## src/rtl/temp_ascii_formatter_if.sv

```systemverilog
// temp_ascii_formatter_if: start/temperature request plus UART byte handshake bundle
// master: requester and UART side (drives start_i, temp_i, tx_ready_i)
// slave : formatter side (drives busy_o, tx_data_o, tx_valid_o, done_o)
interface temp_ascii_formatter_if;
  logic        start_i;
  logic [12:0] temp_i;
  logic        busy_o;
  logic [7:0]  tx_data_o;
  logic        tx_valid_o;
  logic        tx_ready_i;
  logic        done_o;
  modport master(output start_i, temp_i, tx_ready_i, input busy_o, tx_data_o, tx_valid_o, done_o);
  modport slave(input start_i, temp_i, tx_ready_i, output busy_o, tx_data_o, tx_valid_o, done_o);
endinterface

```

## src/rtl/temp_ascii_formatter.sv

```systemverilog
// temp_ascii_formatter: turns a 13-bit ADT7420 reading into an ASCII frame "+ddd.dC[\r\n]" for a UART
// clk_i  : rising-edge clock
// rst_ni : asynchronous active-low reset
// bus    : slave side of temp_ascii_formatter_if (start/temp request, busy/done, tx byte handshake)
module temp_ascii_formatter #(
  parameter bit SEND_CRLF = 1'b1
) (
  input  logic clk_i,
  input  logic rst_ni,
  temp_ascii_formatter_if.slave bus
);
  typedef enum logic [2:0] {IDLE, ABS, CONV, EMIT, DONE} state_t;
  localparam logic [3:0] LAST = SEND_CRLF ? 4'd8 : 4'd6;
  state_t      r_state;
  logic [12:0] r_temp;
  logic [8:0]  r_int;
  logic [3:0]  r_tenths;
  logic [11:0] r_bcd;
  logic [3:0]  r_cnt;
  logic [12:0] w_mag;
  logic [3:0]  w_tenths;
  logic [11:0] w_adj;
  function automatic logic [3:0] f_adj(input logic [3:0] n);
    return n >= 4'd5 ? n + 4'd3 : n;
  endfunction
  function automatic logic [7:0] f_byte(input logic [3:0] idx);
    case (idx)
      4'd0:    return r_temp[12] ? 8'h2D : 8'h2B;
      4'd1:    return {4'h3, r_bcd[11:8]};
      4'd2:    return {4'h3, r_bcd[7:4]};
      4'd3:    return {4'h3, r_bcd[3:0]};
      4'd4:    return 8'h2E;
      4'd5:    return {4'h3, r_tenths};
      4'd6:    return 8'h43;
      4'd7:    return 8'h0D;
      default: return 8'h0A;
    endcase
  endfunction
  // -(-4096) wraps back to 0x1000 in 13 bits, which is exactly the magnitude 4096 we want
  assign w_mag    = r_temp[12] ? -r_temp : r_temp;
  assign w_tenths = 4'(({4'd0, w_mag[3:0]} * 8'd10) >> 4);
  assign w_adj    = {f_adj(r_bcd[11:8]), f_adj(r_bcd[7:4]), f_adj(r_bcd[3:0])};
  always_ff @(posedge clk_i or negedge rst_ni) begin
    if (!rst_ni) begin
      r_state        <= IDLE;
      r_temp         <= '0;
      r_int          <= '0;
      r_tenths       <= '0;
      r_bcd          <= '0;
      r_cnt          <= '0;
      bus.busy_o     <= 1'b0;
      bus.tx_data_o  <= 8'h00;
      bus.tx_valid_o <= 1'b0;
      bus.done_o     <= 1'b0;
    end else begin
      case (r_state)
        IDLE: if (bus.start_i) begin
          r_temp     <= bus.temp_i;
          bus.busy_o <= 1'b1;
          r_state    <= ABS;
        end
        ABS: begin
          r_int    <= w_mag[12:4];
          r_tenths <= w_tenths;
          r_bcd    <= '0;
          r_cnt    <= '0;
          r_state  <= CONV;
        end
        CONV: begin
          // adjusted BCD shifted left with the next integer bit (MSB first); top carry is never set for <=256
          r_bcd <= 12'({w_adj, r_int[8]});
          r_int <= r_int << 1;
          r_cnt <= r_cnt + 4'd1;
          if (r_cnt == 4'd8) begin
            r_cnt          <= '0;
            r_state        <= EMIT;
            bus.tx_valid_o <= 1'b1;
            bus.tx_data_o  <= r_temp[12] ? 8'h2D : 8'h2B;
          end
        end
        EMIT: if (bus.tx_ready_i) begin
          if (r_cnt == LAST) begin
            bus.tx_valid_o <= 1'b0;
            bus.done_o     <= 1'b1;
            r_state        <= DONE;
          end else begin
            r_cnt         <= r_cnt + 4'd1;
            bus.tx_data_o <= f_byte(r_cnt + 4'd1);
          end
        end
        DONE: begin
          bus.done_o <= 1'b0;
          bus.busy_o <= 1'b0;
          r_state    <= IDLE;
        end
        default: r_state <= IDLE;
      endcase
    end
  end
endmodule

```

## src/flat_wrapper.sv

```systemverilog
// flat-port wrapper written by rule: the top's interface ports become plain ports
module temp_ascii_formatter_flat 
#(
  parameter bit SEND_CRLF = 1'b1
)
  (clk_i, rst_ni, bus_start_i, bus_temp_i, bus_tx_ready_i, bus_busy_o, bus_tx_data_o, bus_tx_valid_o, bus_done_o);
  temp_ascii_formatter_if bus_i ();
  input  logic clk_i;
  input  logic rst_ni;
  input wire logic [$bits(bus_i.start_i)-1:0] bus_start_i;
  input wire logic [$bits(bus_i.temp_i)-1:0] bus_temp_i;
  input wire logic [$bits(bus_i.tx_ready_i)-1:0] bus_tx_ready_i;
  output wire logic [$bits(bus_i.busy_o)-1:0] bus_busy_o;
  output wire logic [$bits(bus_i.tx_data_o)-1:0] bus_tx_data_o;
  output wire logic [$bits(bus_i.tx_valid_o)-1:0] bus_tx_valid_o;
  output wire logic [$bits(bus_i.done_o)-1:0] bus_done_o;
  assign bus_i.start_i = bus_start_i;
  assign bus_i.temp_i = bus_temp_i;
  assign bus_i.tx_ready_i = bus_tx_ready_i;
  assign bus_busy_o = bus_i.busy_o;
  assign bus_tx_data_o = bus_i.tx_data_o;
  assign bus_tx_valid_o = bus_i.tx_valid_o;
  assign bus_done_o = bus_i.done_o;
  temp_ascii_formatter #(.SEND_CRLF(SEND_CRLF)) u_core (.clk_i(clk_i), .rst_ni(rst_ni), .bus(bus_i));
endmodule
```

## config.mk

```make
export PLATFORM = sky130hd
export DESIGN_NAME = temp_ascii_formatter_flat
export DESIGN_NICKNAME = d
export VERILOG_FILES = /design/src/rtl/temp_ascii_formatter_if.sv /design/src/rtl/temp_ascii_formatter.sv /design/src/flat_wrapper.sv
export SDC_FILE = /design/constraint.sdc
export NUM_CORES = 1
export LEC_CHECK = 0
export CAP_MARGIN = 20
export CORE_ASPECT_RATIO = 0.9
export CORE_MARGIN = 2
export CORE_UTILIZATION = 60
export CTS_CLUSTER_SIZE = 10
export DETAILED_ROUTE_END_ITERATION = 7
export PLACE_DENSITY = 0.82
export REMOVE_ABC_BUFFERS = 1
export SLEW_MARGIN = 20
export SYNTH_ARGS = -nofsm -noshare
export SYNTH_HDL_FRONTEND = slang
export SYNTH_SLANG_ARGS = --single-unit
```

## constraint.sdc

```tcl
create_clock -name clk_i -period 4.5 [get_ports clk_i]
set_clock_uncertainty 0.1 [all_clocks]
set_input_delay 1.125 -clock clk_i [delete_from_list [all_inputs] [get_ports clk_i]]
set_output_delay 1.125 -clock clk_i [all_outputs]
set_load 0.05 [all_outputs]
```

Figure 1. Metal 2.
(4 px per um)
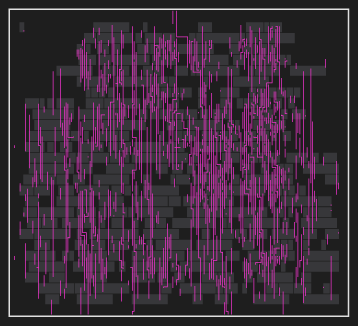
343 nets have wire on it. The wires run mostly vertical. The layer holds 46% of the routed length.
drt total wl: 7.72 mm
M2 GR Usage: 41.0%
Vias: 2846

Figure 2. Ports around the boundary.
(3 px per um) Pins as bars across the die edge, other pins in gray.
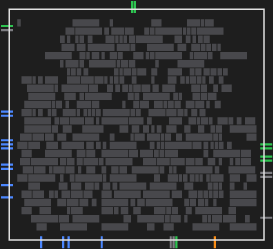
Key: orange = bus_done_o [pins 1, direction output, edge bottom]; blue = bus_temp_i [pins 13, direction input, edge 9 left, 4 bottom]; green = bus_tx_data_o [pins 8, direction output, edge 4 right, 2 top, 1 bottom, 1 left]
All pins by edge: 11 left, 8 bottom, 7 right, 2 top.
Die H: 76.4 um
Die Wd: 84.4 um
port buffer count: 26

==> run summary <==
yosys + openroad results -> status completed, non-clk buf share 7.15%, post-DR vias/cell between 6 and 7, Post-Layout Cell Count 459, XOR/XNOR share of the synthesized area 4.26%, combinational share of cell area 49.8%, GRT overflow 0, placed cell areas 3690 um^2, Peak Freq 0.364 GHz, Worst EP arrival between 1.5 and 2 ns, maxcap violations 0, Worst R2R Path Depth 9, RR Startpoint u_core.r_temp[12], worst skew pair latency about 0.32 ns, boundary pin count 28, internal power 1.51 mW, Pwr Total ~2.9 mW, initial antenna violation count 0, Clock group 0.288 mW, sequential area share after synthesis 39.4%, Post-Place Setup Slack 1.61 ns, worst path bufs/invs 1, predominant post-synthesis flop cell dfrtp_1, Hold Buf Count CTS 0, combinational share of power 56.6%, unrepaired setup endpoints after global routing no, CTS tree yes, largest area contributor in the netlist dfrtp_1, r2r endpoint u_core.r_tenths[2], period utilisation layout between 60% and 70%, n_taps 70, n_diodes 0, CP Capture Point bus_tx_data_o[1], Top class by area logic gates, Post-synth ARST share 100%, inverter count 19, Area growth, synth to finish 8.24%, seq_cells 55, top power group combinational logic, Clock-cell share around 2.4%, site row count 26, number of enable flip-flop cells 0, instance count on the critical path 1, Cell Type Count 68, VDD IR max 528 uV, yosys cell count 372, number of buffers created by CTS 5, synthesized cell area between 3000 and 4000 um^2, post-CTS setup buffer count 0, WL/cell 16.8 um, dominant kind of combinational cell simple AND/OR/NAND/NOR gates, H-tree levels 2, area fraction in compound gates 17.4%, clock power share 9.8%, hold depth 2, Setup violations, final 0, Synth Area in Simple Gates roughly 21%, startpoint types flip-flop, P_sw around 1.4 mW, hold crit path type flip-flop to flip-flop, Final Max Tran Viols 0, Flop+latch power 0.990 mW, crit path capture type output pin, setup ws final 1.76 ns, DR iter-0 viols 242, share of layout cells above drive strength 1 10.3%, worst path cell trace clkdlybuf4s50_1, OpenROAD warnings 33, Worst Max-Slew Pin Slew 0.858 ns
Figure 3. Placed cells, one color a class.
(4 px per um) Fill, decap, tap and diode cells in gray.
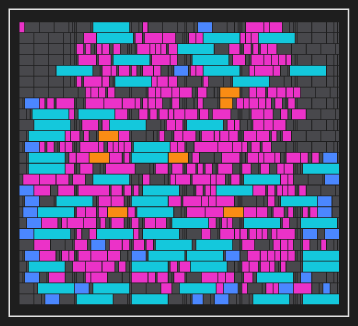
Key: blue = other buffers and delay cells [cells 28]; orange = clock drivers and dummy loads [cells 7]; cyan = flops [cells 55]; magenta = combinational and other logic [cells 299]
final instance area: 3780 um^2
fraction of area in registers: 36.4%
post-layout util: 66.8%
Core ar.: 5660 um^2

layout by cell type (no fill, tap or decap), types with 13 or more instances in the layout:
cell              n
dfrtp_1          55
nand2_1          41
o21ai_0          39
clkdlybuf4s50_1  25
inv_1            18
nand3_1          17
ha_1             16
nor2_1           14
a21oi_1          14
mux2_2           13
layer usage:
layer / GRT usage [%] / part of all wire (%) / wire length [um] / vias up
met5: 0 / 0 / 0 / -
met2: 41.0 / 46 / 3560 / 111
met4: 9.21 / 2.5 / 194 / 0
met1: 35.2 / 46 / 3530 / 1360
li1: - / - / - / 1358
met3: 3.47 / 5.7 / 438 / 17
Power and IR drop assume default switching activity.
